Fig. 1: run 1, signal wires by layer
Bar = 50 µm.
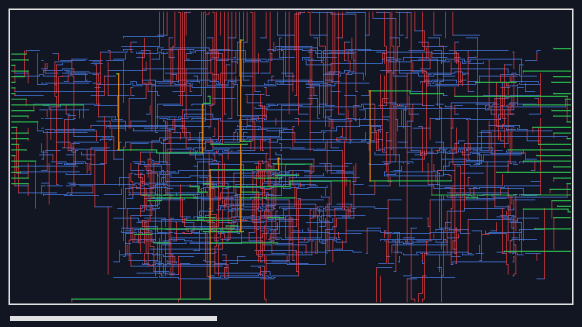
Fig. 2: run 1, clock nets
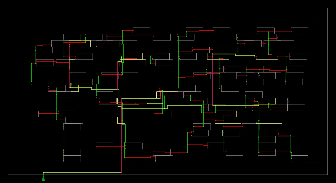
Fig. 3: run 1, cells by drive strength
Bar = 50 µm.
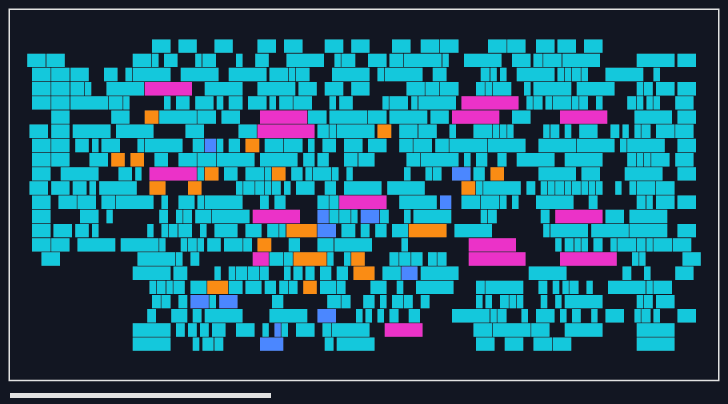
<file path="config.mk">
export PLATFORM = sky130hd
export DESIGN_NAME = lsu_arbiter
export DESIGN_NICKNAME = d
export VERILOG_FILES = /design/src/rtl/lsu_arbiter.sv
export SDC_FILE = /design/constraint.sdc
export NUM_CORES = 1
export LEC_CHECK = 0
export ABC_AREA = 0
export CORE_ASPECT_RATIO = 0.5
export CORE_MARGIN = 3
export CORE_UTILIZATION = 40
export CTS_BUF_LIST = sky130_fd_sc_hd__clkbuf_16
export DETAILED_ROUTE_END_ITERATION = 6
export MAX_ROUTING_LAYER = met4
export PLACE_DENSITY = 0.72
export SLEW_MARGIN = 10
export SYNTH_ARGS = -nofsm -noshare
export SYNTH_HDL_FRONTEND = slang
export SYNTH_SLANG_ARGS = --single-unit
</file>
<file path="constraint.sdc">
create_clock -name clk -period 2.3 [get_ports clk]
set_input_delay 0.23 -clock clk [delete_from_list [all_inputs] [get_ports clk]]
set_output_delay 0.23 -clock clk [all_outputs]
set_load 0.01 [all_outputs]
</file>
<file path="src/rtl/lsu_arbiter.sv">
// lsu_arbiter: round-robin sharing of the load/store unit between IF and LS, with a sticky watchdog.
module lsu_arbiter #(
  parameter int TIMEOUT_CYCLES = 4096
) (
  input  logic        clk,
  input  logic        reset,
  input  logic        if_req,
  input  logic [7:0]  if_addr,
  output logic [15:0] if_rdata,
  output logic        if_ack,
  input  logic        ls_req,
  input  logic        ls_we,
  input  logic [7:0]  ls_addr,
  input  logic [15:0] ls_wdata,
  output logic [15:0] ls_rdata,
  output logic        ls_ack,
  output logic [1:0]  lsu_en,
  output logic [7:0]  lsu_addr,
  output logic [15:0] lsu_wdata,
  input  logic [15:0] lsu_rdata,
  input  logic        lsu_done,
  output logic        busy,
  output logic        err
);
  localparam logic [1:0] IDLE  = 2'd0;
  localparam logic [1:0] GRANT = 2'd1;
  localparam logic [1:0] RESP  = 2'd2;
  localparam logic [15:0] TIMEOUT = 16'(TIMEOUT_CYCLES);
  logic [1:0]  state_q, state_d;
  logic        owner_q, owner_d;
  logic        we_q, we_d;
  logic        last_q, last_d;
  logic        err_q, err_d;
  logic [7:0]  addr_q, addr_d;
  logic [15:0] wdata_q, wdata_d;
  logic [15:0] cnt_q, cnt_d;
  logic [15:0] if_rdata_q, if_rdata_d;
  logic [15:0] ls_rdata_q, ls_rdata_d;
  logic        pick_ls;
  // owner/last encoding: 0 = IF, 1 = LS; on a tie the side that did not win last time goes
  assign pick_ls = ls_req && (!if_req || !last_q);
  always_comb begin
    state_d    = state_q;
    owner_d    = owner_q;
    we_d       = we_q;
    last_d     = last_q;
    err_d      = err_q;
    addr_d     = addr_q;
    wdata_d    = wdata_q;
    cnt_d      = cnt_q;
    if_rdata_d = if_rdata_q;
    ls_rdata_d = ls_rdata_q;
    if (state_q == IDLE) begin
      if (if_req || ls_req) begin
        state_d = GRANT;
        owner_d = pick_ls;
        we_d    = pick_ls && ls_we;
        addr_d  = pick_ls ? ls_addr : if_addr;
        wdata_d = pick_ls ? ls_wdata : 16'h0000;
        last_d  = pick_ls;
        cnt_d   = 16'h0000;
      end
    end else if (state_q == GRANT) begin
      if (lsu_done) begin
        state_d    = RESP;
        if_rdata_d = (!we_q && !owner_q) ? lsu_rdata : if_rdata_q;
        ls_rdata_d = (!we_q && owner_q) ? lsu_rdata : ls_rdata_q;
      end else begin
        cnt_d = (&cnt_q) ? cnt_q : cnt_q + 16'd1;
        err_d = err_q || (cnt_d == TIMEOUT);
      end
    end else begin
      state_d = IDLE;
    end
  end
  always_ff @(posedge clk) begin
    if (!reset) begin
      state_q    <= IDLE;
      owner_q    <= 1'b0;
      we_q       <= 1'b0;
      last_q     <= 1'b0;
      err_q      <= 1'b0;
      addr_q     <= 8'h00;
      wdata_q    <= 16'h0000;
      cnt_q      <= 16'h0000;
      if_rdata_q <= 16'h0000;
      ls_rdata_q <= 16'h0000;
    end else begin
      state_q    <= state_d;
      owner_q    <= owner_d;
      we_q       <= we_d;
      last_q     <= last_d;
      err_q      <= err_d;
      addr_q     <= addr_d;
      wdata_q    <= wdata_d;
      cnt_q      <= cnt_d;
      if_rdata_q <= if_rdata_d;
      ls_rdata_q <= ls_rdata_d;
    end
  end
  // enable is forced to 00 outside GRANT, so the cycle after lsu_done (RESP) is always quiet
  assign lsu_en    = (state_q == GRANT) ? (we_q ? 2'b10 : 2'b01) : 2'b00;
  assign lsu_addr  = addr_q;
  assign lsu_wdata = wdata_q;
  assign if_ack    = (state_q == RESP) && !owner_q;
  assign ls_ack    = (state_q == RESP) && owner_q;
  assign if_rdata  = if_rdata_q;
  assign ls_rdata  = ls_rdata_q;
  assign busy      = state_q != IDLE;
  assign err       = err_q;
endmodule

</file>
==> out/results.ini, run 1 <==
[final_timing]
max_freq_mhz=517
setup_tns_ns=0
max-slew-margin-rel=0.595
clock_skew_ns=0.00506
slew_violations=0
setup_viol=0
period_used_share=0.841
rsz0062_at_grt=no
tightest_slew_ns=0.605
period_minus_slack_ns=1.93
hold_viol=0

[final_layout]
fill_cells=694
nets=578
area_growth_pct=48.5
mostFrequentLayoutCells=115 x clkdlybuf4s50_1, 82 x nand2_1, 77 x dfxtp_1, 49 x nor2_1, 45 x a21oi_1
flop_area_um2=1540
multiInputGateArea_um2=1680
layout-drive-gt1-share=0.0871
final_common_cell=clkdlybuf4s50_1
diodes=0

[cts]
cts_tree=yes
htreeDepth=3
cts_buffer_depth=2
post_cts_buffers=0
hold_buffers=0
post_cts_resized=0
clkLatencyLatePin_ns=0.33
clk_pin_slew_ns=0.06
cts_root_buffer=clkbuf_16
cts_made_buffers=9

[critical_path]
r2r-start=cnt_q[0]$_SDFFE_PN0P_
r2r_slack_ns=0.37
crit_path_start=cnt_q[0]$_SDFFE_PN0P_
crit_type=reg -> reg
reg2reg_to=err$_SDFFE_PN0P_
cp-end-kind=flop
startpoint_type=flop
path_max_fanout=6
rr_worst_depth=7
crit_arrival_ns=2.19
endpoint=err$_SDFFE_PN0P_
crit_required_ns=2.55

[status]
status=finished clean

[synth]
ys_area_um2=3360
yosysWarnings=0
mux_share=0.0268
fa_ha_area_frac=0.00372
ys_seq_share=0.458
ys_ff=77
synthMostInstantiatedCell=nand2_1
avgSynthCellArea_um2=8.17
top_cells_by_count=82 x nand2_1, 77 x dfxtp_1, 49 x nor2_1, 45 x a21oi_1, 19 x a22oi_1
synthCells=412
yosys-dominant-comb-family=simple AND/OR/NAND/NOR gates
flop_cell=dfxtp_1
synth_area_leader_cell=dfxtp_1
synth-xor-area-share=0.0130
top_cell_area_share=0.458
area_leaders=dfxtp_1 46%, nand2_1 9.1%, a21oi_1 6.7%
syn_area_um2=3360
syn_nets=467
async_flop_share=0
yosys-stat-cells=412
ys_sh_simple=0.262
edf_count=0
yosys.area_share.aoi=0.194
synthDistinctLibCells=50

[min_path]
holdPathEnd=if_rdata[4]$_SDFFE_PN0P_
worstHoldPathType=reg -> reg
min_path_cells=2
hold_start=if_rdata[4]$_SDFFE_PN0P_

[grt]
antenna_found_initial=0
grt_pass1_wl_um=14900
grt-ovfl-total=0
grt_max_degree=35
grt_pass1_vias=2981

[placed_design]
gp_congestion=0.877
io_buffers=115
dp_hpwl_um=6490

[pwr]
p_leak_nw=1.76
p_per_area_nw_per_um2=728
finalPower_w=0.00364
peakVddDrop_mv=0.420

[detailed_routing]
drcViolationCount=0
antenna_left=0
dr.pass1.iters=5
avgViaCountPerCell=5.19
routed_wl_um=9220
vias=3299
drtIter0Drc=206

[floorplan]
die-width_um=136
num_rows=22
boundaryPins=116
fp_util=0.435
die_area_um2=9610
die_height_um=70.9
core_um2=7730

[flow_run]
cap_violations=0
log.warning_count=26

Back to the opening pictures, Fig. 1:
Key: blue = M1 [wire length 4340 µm]; green = M3 [wire length 653 µm]; red = M2 [wire length 4100 µm]; orange = M4 [wire length 131 µm]
WL/cell: 14.5 µm
Tot GR Track Use: 0.199

Back to the opening pictures, Fig. 2:
# clk buffers: 9
Sink Count: 77

Back to the opening pictures, Fig. 3:
Key: orange = x3 and x4 [cells 19, share 3.6%, most used buf_4]; blue = x2 [cells 12, share 2.3%, most used nor3_2]; cyan = x1 and smaller [cells 482, share 91%, most used clkdlybuf4s50_1]; magenta = x6 and larger [cells 15, share 2.8%, most used clkbuf_16]

## run 1: power by group
part           leakage, nW  total (W)  internal [W]  switching, W
combinational        0.958   0.000476      0.000252      0.000223
clock                0.176    0.00173       0.00117      0.000558
sequential           0.626    0.00143       0.00139     0.0000360
total                 1.76    0.00364       0.00282      0.000817
## run 1: layout make-up
cell class	count	area share
clock inverter	7	0.0290
multi-input combinational	305	0.337
tap	108	0.0270
clock buffer	9	0.0451
sequential	77	0.308
timing repair buffer	128	0.252
inverter	2	0.00150
## run 1: state kept, by name, indices dropped and copies added, names as in the netlist
register / cells
we_q: 1
err: 1
ls_rdata: 16
state_q: 2
if_rdata: 16
cnt_q: 16
last_q: 1
lsu_wdata: 16
lsu_addr: 8
## run 1: metal layers
layer | wire length (µm) | vias to the layer above | global-route usage
met2 | 4100 | 118 | 0.298
met5 | 0 | - | -
met1 | 4340 | 1504 | 0.265
li1 | - | 1663 | -
met3 | 652 | 14 | 0.0561
met4 | 131 | 0 | 0.0547
## run 1: stage by stage
| step | hold WS [ns] | util | worst slack, ns | std cells | cell area, µm² |
|---|---|---|---|---|---|
| after global placement | 0.441 | 0.598 | 0.401 | 620 | 4630 |
| after global routing | 0.468 | 0.646 | 0.206 | 636 | 5000 |
| final | 0.450 | 0.646 | 0.366 | 636 | 5000 |
| after floorplan | 0.353 | - | 0.545 | 412 | 3360 |
| after detailed placement | 0.447 | 0.598 | 0.380 | 620 | 4630 |
| after CTS | 0.455 | 0.646 | 0.390 | 636 | 5000 |
## run 1: critical path, stage by stage (launching register included)
cell and delay, ns:
dfxtp_1 0.42, ha_1 0.20, and4_1 0.31, nand2_1 0.17, nor3_1 0.22, a21oi_1 0.12
nand3b_1 0.20, o31ai_2 0.21
Fig. 4: run 1, wires at chosen ports, followed through buffers
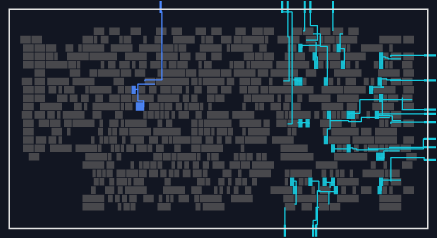

==> inputs of run 2 (changes only) <==
Settings changed: PLACE_DENSITY 0.72 to 0.75.
Clock period 2.3 ns to 1.75 ns, I/O delays scaled along.
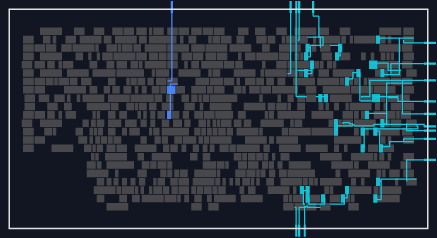
Fig. 5. Wires at chosen ports, followed through buffers (run 2).
Key: cyan = lsu_rdata [direction input, edge 9 right, 4 top, 3 bottom, end cells 32, buffers 16, wire 478 µm]; blue = if_req [direction input, edge top, end cells 2, buffers 1, wire 37.5 µm]
PortBufs: 115
I/O pin cnt: 116

==> out/results.ini, run 2 <==
[final_timing]
fin_ws_ns=0.0415
max-slew-margin-rel=0.767
max_freq_mhz=585
clock_skew_ns=0.00495
period_used_share=0.976
holdWs_ns=0.412
setup_tns_ns=0
rsz0062_at_grt=yes
setup_viol=0
period_minus_slack_ns=1.71
hold_viol=0
tightest_slew_ns=0.350
slew_violations=0

[synth]
yosysWarnings=0
edf_count=0
top_cells_by_count=82 x nand2_1, 77 x dfxtp_1, 49 x nor2_1, 45 x a21oi_1, 19 x a22oi_1
flop_cell=dfxtp_1
yosys-stat-cells=412
synth_area_leader_cell=dfxtp_1
syn_area_um2=3360
synthMostInstantiatedCell=nand2_1
area_leaders=dfxtp_1 46%, nand2_1 9.1%, a21oi_1 6.7%
syn_nets=467
ys_ff=77
ys_area_um2=3360
synthDistinctLibCells=50
avgSynthCellArea_um2=8.17
async_flop_share=0
ys_seq_share=0.458
top_cell_area_share=0.458
synthCells=412

[floorplan]
die_area_um2=9610
die_height_um=70.9
num_rows=22
fp_util=0.435
core_um2=7730
die-width_um=136

[final_layout]
mostFrequentLayoutCells=111 x clkdlybuf4s50_1, 80 x nand2_1, 71 x dfxtp_1, 46 x nor2_1
diodes=0
multiInputGateArea_um2=1720
fill_cells=635
final_util=0.679
final_common_cell=clkdlybuf4s50_1
nets=613
layout-drive-gt1-share=0.171
fin_cells=671
area_growth_pct=56.1
flop_area_um2=1550
post-route-cell-area_um2=5250

[critical_path]
cp-end-kind=flop
path_common_cell=nand4_1
path_max_fanout=9
startpoint_type=flop
crit_chain=ha_1 > buf_4 > nand4_1 > a211oi_1 > or2_1 > nand4_1 > o31ai_2
crit_type=reg -> reg
crit_arrival_ns=1.97
cp_slowest_cell=dfxtp_2
crit_required_ns=2.01
slowest_delay_ns=0.37

[grt]
antenna_found_initial=0
grt_pass1_vias=3164
grt_max_degree=52
grt-ovfl-total=0
use_met1=0.281
grt_pass1_wl_um=15600
top_usage_layer=met2
met2_usage=0.315
use_met3=0.0504
grt_usage=0.208

[status]
status=finished clean

[cts]
htreeDepth=3
cts_made_buffers=9
cts_tree=yes
clkLatencyLatePin_ns=0.34
cts_sinks=77
cts_buffer_depth=2
clk_pin_slew_ns=0.06
cts_root_buffer=clkbuf_16
hold_buffers=0
post_cts_buffers=0

[placed_design]
place_ws_ns=0.0126
dp.cells=655
dp_hpwl_um=7080
gp_congestion=0.957
place_area_um2=4920

[detailed_routing]
wl_met1_um=4650
routed_wl_um=9900
highest_layer=met4
vias=3496
drcViolationCount=0
met2WireLength_um=4440
routed-wl-met3_um=711
dr.pass1.iters=5
detail_route.wl_per_cell_um=14.7
antenna_left=0
drtIter0Drc=267
avgViaCountPerCell=5.21

[pwr]
finalPower_w=0.00431
p_per_area_nw_per_um2=820
p_leak_nw=1.97
peakVddDrop_mv=0.536

[flow_run]
log.warning_count=27
cap_violations=0

[min_path]
worstHoldPathType=in -> reg

run 2: cell counts after synthesis:
Identical to the previous run, type by type.
run 2: final timing paths:
path | startpoint | end | slack [ns] | depth (start not counted)
worst max register to register | cnt_q[0]$_SDFFE_PN0P_ | err$_SDFFE_PN0P_ | 0.04 | 7
worst min register to register | if_rdata[15]$_SDFFE_PN0P_ | if_rdata[15]$_SDFFE_PN0P_ | 0.45 | 2
worst max-delay path | cnt_q[0]$_SDFFE_PN0P_ | err$_SDFFE_PN0P_ | 0.04 | 7
worst min-delay path | lsu_rdata[5] | ls_rdata[5]$_SDFFE_PN0P_ | 0.41 | 3
run 2: critical path, delay by kind of cell, from the launching register on:
| kind | cells | cell delay (ns) |
|---|---|---|
| fa+ha+maj | 1 | 0.17 |
| buf+inv | 1 | 0.18 |
| compound gates | 2 | 0.41 |
| flops | 1 | 0.37 |
| simple gates | 3 | 0.49 |
run 2: power breakdown:
group | total [W] | internal (W) | leakage, nW | switching [W]
Sequential | 0.00188 | 0.00183 | 0.629 | 0.0000468
Combinational | 0.000664 | 0.000360 | 1.21 | 0.000304
Clock | 0.00177 | 0.000979 | 0.134 | 0.000786
run 2: cell families after synthesis:
group                    synth area share
XOR/XNOR                           0.0130
multiplexers                       0.0268
AND/OR/NAND/NOR                     0.262
AND-OR/OR-AND                       0.194
flip-flops                          0.458
adder cells (fa/ha/maj)           0.00372
buffers and inverters              0.0420
run 2: layout make-up:
type,count,share of cell area
multi-input combinational,305,0.327
timing repair buffer,163,0.297
inverter,2,0.00143
clock buffer,9,0.0429
clock inverter,7,0.0110
tap,108,0.0257
sequential,77,0.295
run 2: repair_timing:
item | 4_1_cts | 5_1_grt
pin swaps | 0 | 4
endpoints found under the setup margin | 4 | 11
gates resized | 6 | 15
Power and IR drop assume default switching activity.
